File: src/rtl/pipe_ctrl.sv
// Pipeline control: per-stage load/bubble enables, flush redirect with
// fetch-drain handling for flushes that arrive during an icache miss,
// and saturating flush/stall performance counters.
module pipe_ctrl (
  input  logic        clk,
  input  logic        reset_n,
  input  logic        flush_req,
  input  logic        flush_from_mem,
  input  logic [15:0] flush_target,
  input  logic        load_use,
  input  logic        icache_req,
  input  logic        icache_resp,
  input  logic        dcache_req,
  input  logic        dcache_resp,
  input  logic        perf_clr,
  output logic        load_if,
  output logic        load_id,
  output logic        load_ex,
  output logic        load_mem,
  output logic        load_wb,
  output logic        bubble_id,
  output logic        bubble_ex,
  output logic        bubble_mem,
  output logic        bubble_wb,
  output logic        stall,
  output logic        squash_fetch,
  output logic        pc_redirect_valid,
  output logic [15:0] pc_redirect,
  output logic [15:0] flush_count,
  output logic [15:0] stall_count
);

  typedef enum logic [0:0] {
    RUN   = 1'b0,
    DRAIN = 1'b1
  } state_t;

  state_t      state_q, state_d;
  logic [15:0] saved_target_q, saved_target_d;
  logic [15:0] flush_count_q, flush_count_d;
  logic [15:0] stall_count_q, stall_count_d;

  logic        mem_stall_s;
  logic        if_miss_s;
  logic        flush_acc_s;
  logic        stall_evt_s;
  logic [4:0]  load_s;      // {if, id, ex, mem, wb}
  logic [3:0]  bubble_s;    // {id, ex, mem, wb}
  logic        squash_s;
  logic        redir_v_s;
  logic [15:0] redir_pc_s;

  assign mem_stall_s = dcache_req & ~dcache_resp;
  assign if_miss_s   = icache_req & ~icache_resp;
  // A flush is only accepted when the back end is not frozen.
  assign flush_acc_s = flush_req & ~mem_stall_s;

  // Next-state, pipeline enables and redirect selection.
  always_comb begin
    state_d        = state_q;
    saved_target_d = saved_target_q;
    load_s         = 5'b11111;
    bubble_s       = 4'b0000;
    squash_s       = 1'b0;
    redir_v_s      = 1'b0;
    redir_pc_s     = 16'h0000;
    stall_evt_s    = 1'b0;
    case (state_q)
      RUN: begin
        if (mem_stall_s) begin
          load_s      = 5'b00001;
          bubble_s    = 4'b0001;
          stall_evt_s = 1'b1;
        end else if (flush_req) begin
          bubble_s = {1'b1, 1'b1, flush_from_mem, 1'b0};
          if (if_miss_s) begin
            // Fetch in flight: redirect only after its response is discarded.
            saved_target_d = flush_target;
            state_d        = DRAIN;
          end else begin
            redir_v_s  = 1'b1;
            redir_pc_s = flush_target;
          end
        end else if (load_use) begin
          load_s      = 5'b00111;
          bubble_s    = 4'b0100;
          stall_evt_s = 1'b1;
        end else if (if_miss_s) begin
          load_s      = 5'b01111;
          bubble_s    = 4'b1000;
          stall_evt_s = 1'b1;
        end else begin
          load_s = 5'b11111;
        end
      end
      DRAIN: begin
        // Pipeline enables: hold IF while the stale fetch drains.
        if (mem_stall_s) begin
          load_s      = 5'b00001;
          bubble_s    = 4'b0001;
          stall_evt_s = 1'b1;
        end else if (flush_req) begin
          load_s      = 5'b01111;
          bubble_s    = {1'b1, 1'b1, flush_from_mem, 1'b0};
          stall_evt_s = 1'b1;
        end else if (load_use) begin
          load_s      = 5'b00111;
          bubble_s    = 4'b1100;
          stall_evt_s = 1'b1;
        end else begin
          load_s      = 5'b01111;
          bubble_s    = 4'b1000;
          stall_evt_s = 1'b1;
        end
        // Redirect/squash proceeds regardless of a back-end stall.
        if (icache_resp) begin
          squash_s   = 1'b1;
          redir_v_s  = 1'b1;
          redir_pc_s = flush_acc_s ? flush_target : saved_target_q;
          state_d    = RUN;
        end else if (flush_acc_s) begin
          saved_target_d = flush_target;
        end else begin
          saved_target_d = saved_target_q;
        end
      end
      default: begin
        state_d = RUN;
      end
    endcase
  end

  // Saturating performance counters; clear wins over increment.
  always_comb begin
    flush_count_d = flush_count_q;
    stall_count_d = stall_count_q;
    if (perf_clr) begin
      flush_count_d = 16'h0000;
      stall_count_d = 16'h0000;
    end else begin
      if (flush_acc_s && (flush_count_q != 16'hFFFF)) begin
        flush_count_d = flush_count_q + 16'h0001;
      end else begin
        flush_count_d = flush_count_q;
      end
      if (stall_evt_s && (stall_count_q != 16'hFFFF)) begin
        stall_count_d = stall_count_q + 16'h0001;
      end else begin
        stall_count_d = stall_count_q;
      end
    end
  end

  // State, saved redirect target and counter registers.
  always_ff @(posedge clk or negedge reset_n) begin
    if (!reset_n) begin
      state_q        <= RUN;
      saved_target_q <= 16'h0000;
      flush_count_q  <= 16'h0000;
      stall_count_q  <= 16'h0000;
    end else begin
      state_q        <= state_d;
      saved_target_q <= saved_target_d;
      flush_count_q  <= flush_count_d;
      stall_count_q  <= stall_count_d;
    end
  end

  // Force safe control values for as long as reset is held.
  always_comb begin
    if (!reset_n) begin
      {load_if, load_id, load_ex, load_mem, load_wb} = 5'b00000;
      {bubble_id, bubble_ex, bubble_mem, bubble_wb} = 4'b1111;
      stall             = 1'b0;
      squash_fetch      = 1'b0;
      pc_redirect_valid = 1'b0;
      pc_redirect       = 16'h0000;
    end else begin
      {load_if, load_id, load_ex, load_mem, load_wb} = load_s;
      {bubble_id, bubble_ex, bubble_mem, bubble_wb} = bubble_s;
      stall             = mem_stall_s;
      squash_fetch      = squash_s;
      pc_redirect_valid = redir_v_s;
      pc_redirect       = redir_pc_s;
    end
  end

  assign flush_count = flush_count_q;
  assign stall_count = stall_count_q;

endmodule

File: config.mk
export PLATFORM = sky130hd
export DESIGN_NAME = pipe_ctrl
export DESIGN_NICKNAME = d
export VERILOG_FILES = /design/src/rtl/pipe_ctrl.sv
export SDC_FILE = /design/constraint.sdc
export NUM_CORES = 1
export LEC_CHECK = 0
export CAP_MARGIN = 25
export CORE_AREA = 4 4 83 85
export DETAILED_ROUTE_END_ITERATION = 6
export DIE_AREA = 0 0 87 89
export HOLD_SLACK_MARGIN = 0.06
export PLACE_DENSITY_LB_ADDON = 0.05
export SETUP_SLACK_MARGIN = 0.1
export SLEW_MARGIN = 5
export SYNTH_ARGS = -nofsm -noshare
export SYNTH_HDL_FRONTEND = slang
export SYNTH_SLANG_ARGS = --single-unit
File: constraint.sdc
create_clock -name clk -period 2.6 [get_ports clk]
set_clock_uncertainty 0.1 [all_clocks]
set_input_delay 0.26 -clock clk [delete_from_list [all_inputs] [get_ports clk]]
set_output_delay 0.26 -clock clk [all_outputs]
set_load 0.03 [all_outputs]
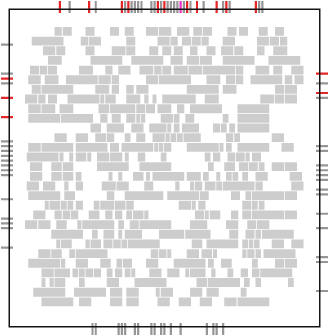
Figure 1: run 1, I/O pins on the die edge.
Pins as bars across the die edge, other pins in gray.
color	port	pins	direction	edge
red	flush_target	16	input	11 top, 3 left, 2 right
magenta	bubble_ex	1	output	top

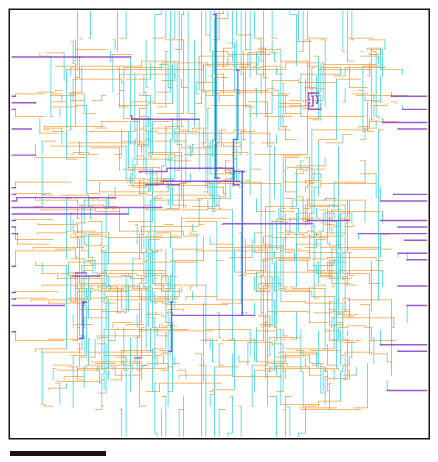
Figure 2: run 1, signal wires by layer.
The bar under the picture is 20 um long.
color	layer	wire length
blue	metal 4	106 um
purple	metal 3	386 um
cyan	metal 2	3510 um
orange	metal 1	3050 um

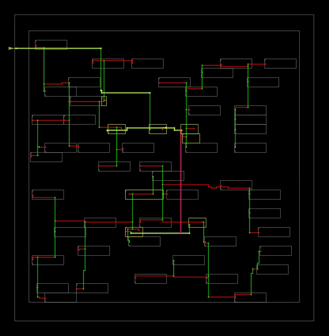
Figure 3: run 1, clock routing.
flip-flops: 49
clock-net power: 0.000571 W
Clock Latency Late Sink: 0.30 ns
clock sinks: 49
cts bufs inserted: 5

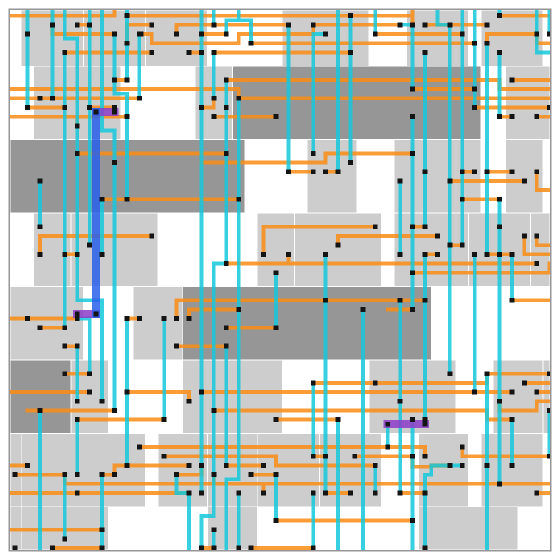
Figure 4: run 1, layout detail.
Region (12, 12) to (32, 32) um. Cells in gray, sequential cells in the stronger gray; small squares are vias.
color	layer
orange	metal 1
purple	metal 3
blue	metal 4
cyan	metal 2
most frequent	nor2_1 (4)
sequential cells in the window	3
cells with their middle in the window	37
netlist names of flops here include	flush_count (3)

==> out/metrics.cfg, run 1 <==
[clock_network]
cts.clk_slew.worst_paths_ns = 0.08
tritoncts = built

[cells_and_area]
fillers = 541
flop_area_mm2 = 0.00123
final_cells = 455
antenna_cells = 0
top_area_cell_class = combinational gates
nonClkBufAreaFrac_pct = 24.6
final_cell_mix = clkdlybuf4s50_1, dfrtp_1, buf_4, nor2_1, nor2b_1

[drt]
first_pass_iters = 6

[logic_synthesis]
ys_sh_xor_pct = 4.08
top_cells_by_area = dfrtp_1, mux2_2, nor2b_1
yosysTopAreaCell = dfrtp_1
synthesis.nets = 312
ys_sh_aoi_pct = 14.9

[timing]
max_freq_ghz = 0.407
period_needed_ns = 2.45
worstMarginPinSlew_ns = 0.482
min_period_over_period_pct = 94.4

[critical_path]
reg2reg_from = stall_count[0]

[run_status]
status = finished clean

[floorplanning]
fp_util_pct = 44.9

[run]
maxCapViolCount = 0

[placed_design]
place_inst = 445

run 1: per-layer routing:
metal,share of wire [%],GRT usage [%]
met3,5.5,4.42
met4,1.5,4.96
met2,50,31.7
met1,43,24.5
met5,0,0
run 1: power by group:
part           internal (W)  total [W]  switching [W]
logic              0.000181   0.000370       0.000189
registers          0.000827   0.000869      0.0000420
clock network      0.000314   0.000571       0.000256
total               0.00132    0.00181       0.000488
run 1: metrics by stage:
step	utilization [%]	hold slack (ns)	setup WS, ns
6_report	62.6	0.415	0.145
2_1_floorplan	-	-0.136	0.423
3_3_place_gp	60.3	0.0584	0.221
5_1_grt	62.6	0.438	0.0732
3_5_place_dp	60.3	0.0603	0.186
4_1_cts	62.5	0.414	0.187
run 1: state kept, by name (all words and copies together), names as in the netlist:
signal,cells
flush_count,16
saved_target_q,16
state_q,1
stall_count,16
## Run 2: what changed since run 1
--- a/config.mk
+++ b/config.mk
@@ -12,6 +12,7 @@
 export HOLD_SLACK_MARGIN = 0.06
 export PLACE_DENSITY_LB_ADDON = 0.05
 export SETUP_SLACK_MARGIN = 0.1
+export SKIP_LAST_GASP = 1
 export SLEW_MARGIN = 5
 export SYNTH_ARGS = -nofsm -noshare
 export SYNTH_HDL_FRONTEND = slang
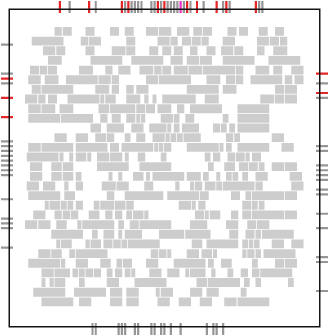
Figure 5: run 2, I/O pins on the die edge.
Pins as bars across the die edge, other pins in gray.
color	port	pins	direction	edge
magenta	bubble_ex	1	output	top
red	flush_target	16	input	11 top, 3 left, 2 right
all pins by edge	33 top, 19 left, 17 bottom, 17 right

==> run 2 against run 1 <==
Effect of this change:
- clock power hardly changed
- synthesized area stayed put
- global-route usage stayed put
- critical path type unchanged
- largest cell class unchanged
==> out/metrics.cfg, run 2 <==
[clock_network]
tritoncts = built
post_cts_buffers = 0
cts.clk_slew.worst_paths_ns = 0.08
h-tree-depth = 2
cts_sinks = 49
clock_latency_ns = 0.30

[floorplanning]
fp_util_pct = 44.9
fp-row-count = 29

[drt]
avgViaCountPerCell = 5.65
wl_met3_um = 385
first_pass_iters = 6
dr_wl_met2_um = 3510
top_layer_used = met4
met1Wirelength_um = 3050

[timing]
hold_viol_final = 0
setup_slack_ns = 0.145
min_period_over_period_pct = 94.4
worstMarginPinSlew_ns = 0.482
hold_ws_ns = 0.415
period_needed_ns = 2.45

[logic_synthesis]
top_cell = dfrtp_1
syn_area_mm2 = 0.00279
ys_cells = 284
yosysTopAreaCell = dfrtp_1
synthesis.nets = 312

[run_status]
status = finished clean

[cells_and_area]
final_cell_mix = clkdlybuf4s50_1, dfrtp_1, buf_4, nor2_1, nor2b_1
fin_nets = 405
antenna_cells = 0
fillers = 541
top_area_cell_class = combinational gates
flop-count = 49
flop_area_mm2 = 0.00123

[power]
pg_comb_w = 0.000370
pwr-share-clk_pct = 31.5
seq_power_w = 0.000869
p_sw_share_pct = 27.0
internal-power_w = 0.00132
powerClk_w = 0.000571
comb_power_share_pct = 20.5

[critical_path]
end_kind = output pin
reg2reg_from = stall_count[0]
arrival_ns = 2.09

[global_route]
use_met2_pct = 31.7
grt_use_met3_pct = 4.42
grt_busiest_layer = met2
use_met1_pct = 24.5
antenna_found_initial = 0

[run]
maxCapViolCount = 0

[placed_design]
place_ws_ns = 0.186

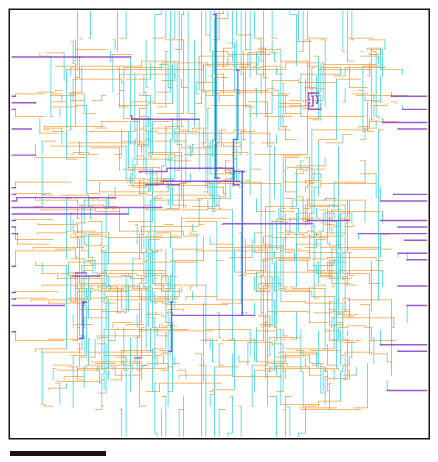
Figure 6: run 2, signal wires by layer.
The bar under the picture is 20 um long.
color	layer	wire length
cyan	metal 2	3510 um
orange	metal 1	3050 um
purple	metal 3	386 um
blue	metal 4	106 um

[run 2: cell counts in the layout (fill, tap and decap cells not counted)]
No cell type changed its count.
[run 2: stage by stage]
stage / instances / util [%] / total power, W
floorplan: 284 / - / 0.00109
global route: 455 / 62.6 / 0.00191
finish: 455 / 62.6 / 0.00181
CTS: 455 / 62.5 / 0.00183
global placement: 445 / 60.3 / 0.00125
detailed placement: 445 / 60.3 / 0.00125
[run 2: logic make-up (layout without fill, tap and decap cells)]
group / after synthesis / count (layout) / share of synthesized area (%)
and+or+nand+nor: 122 / 122 / 24.7
buffers and inverters: 18 / 112 / 3.05
adders and majority gates: 2 / 2 / 0.898
xor gates and xnor gates: 13 / 13 / 4.08
muxes: 21 / 21 / 8.35
AOI/OAI and AO/OA: 59 / 59 / 14.9
DFF: 49 / 49 / 44.0
Power is estimated from default activity; no workload was simulated.
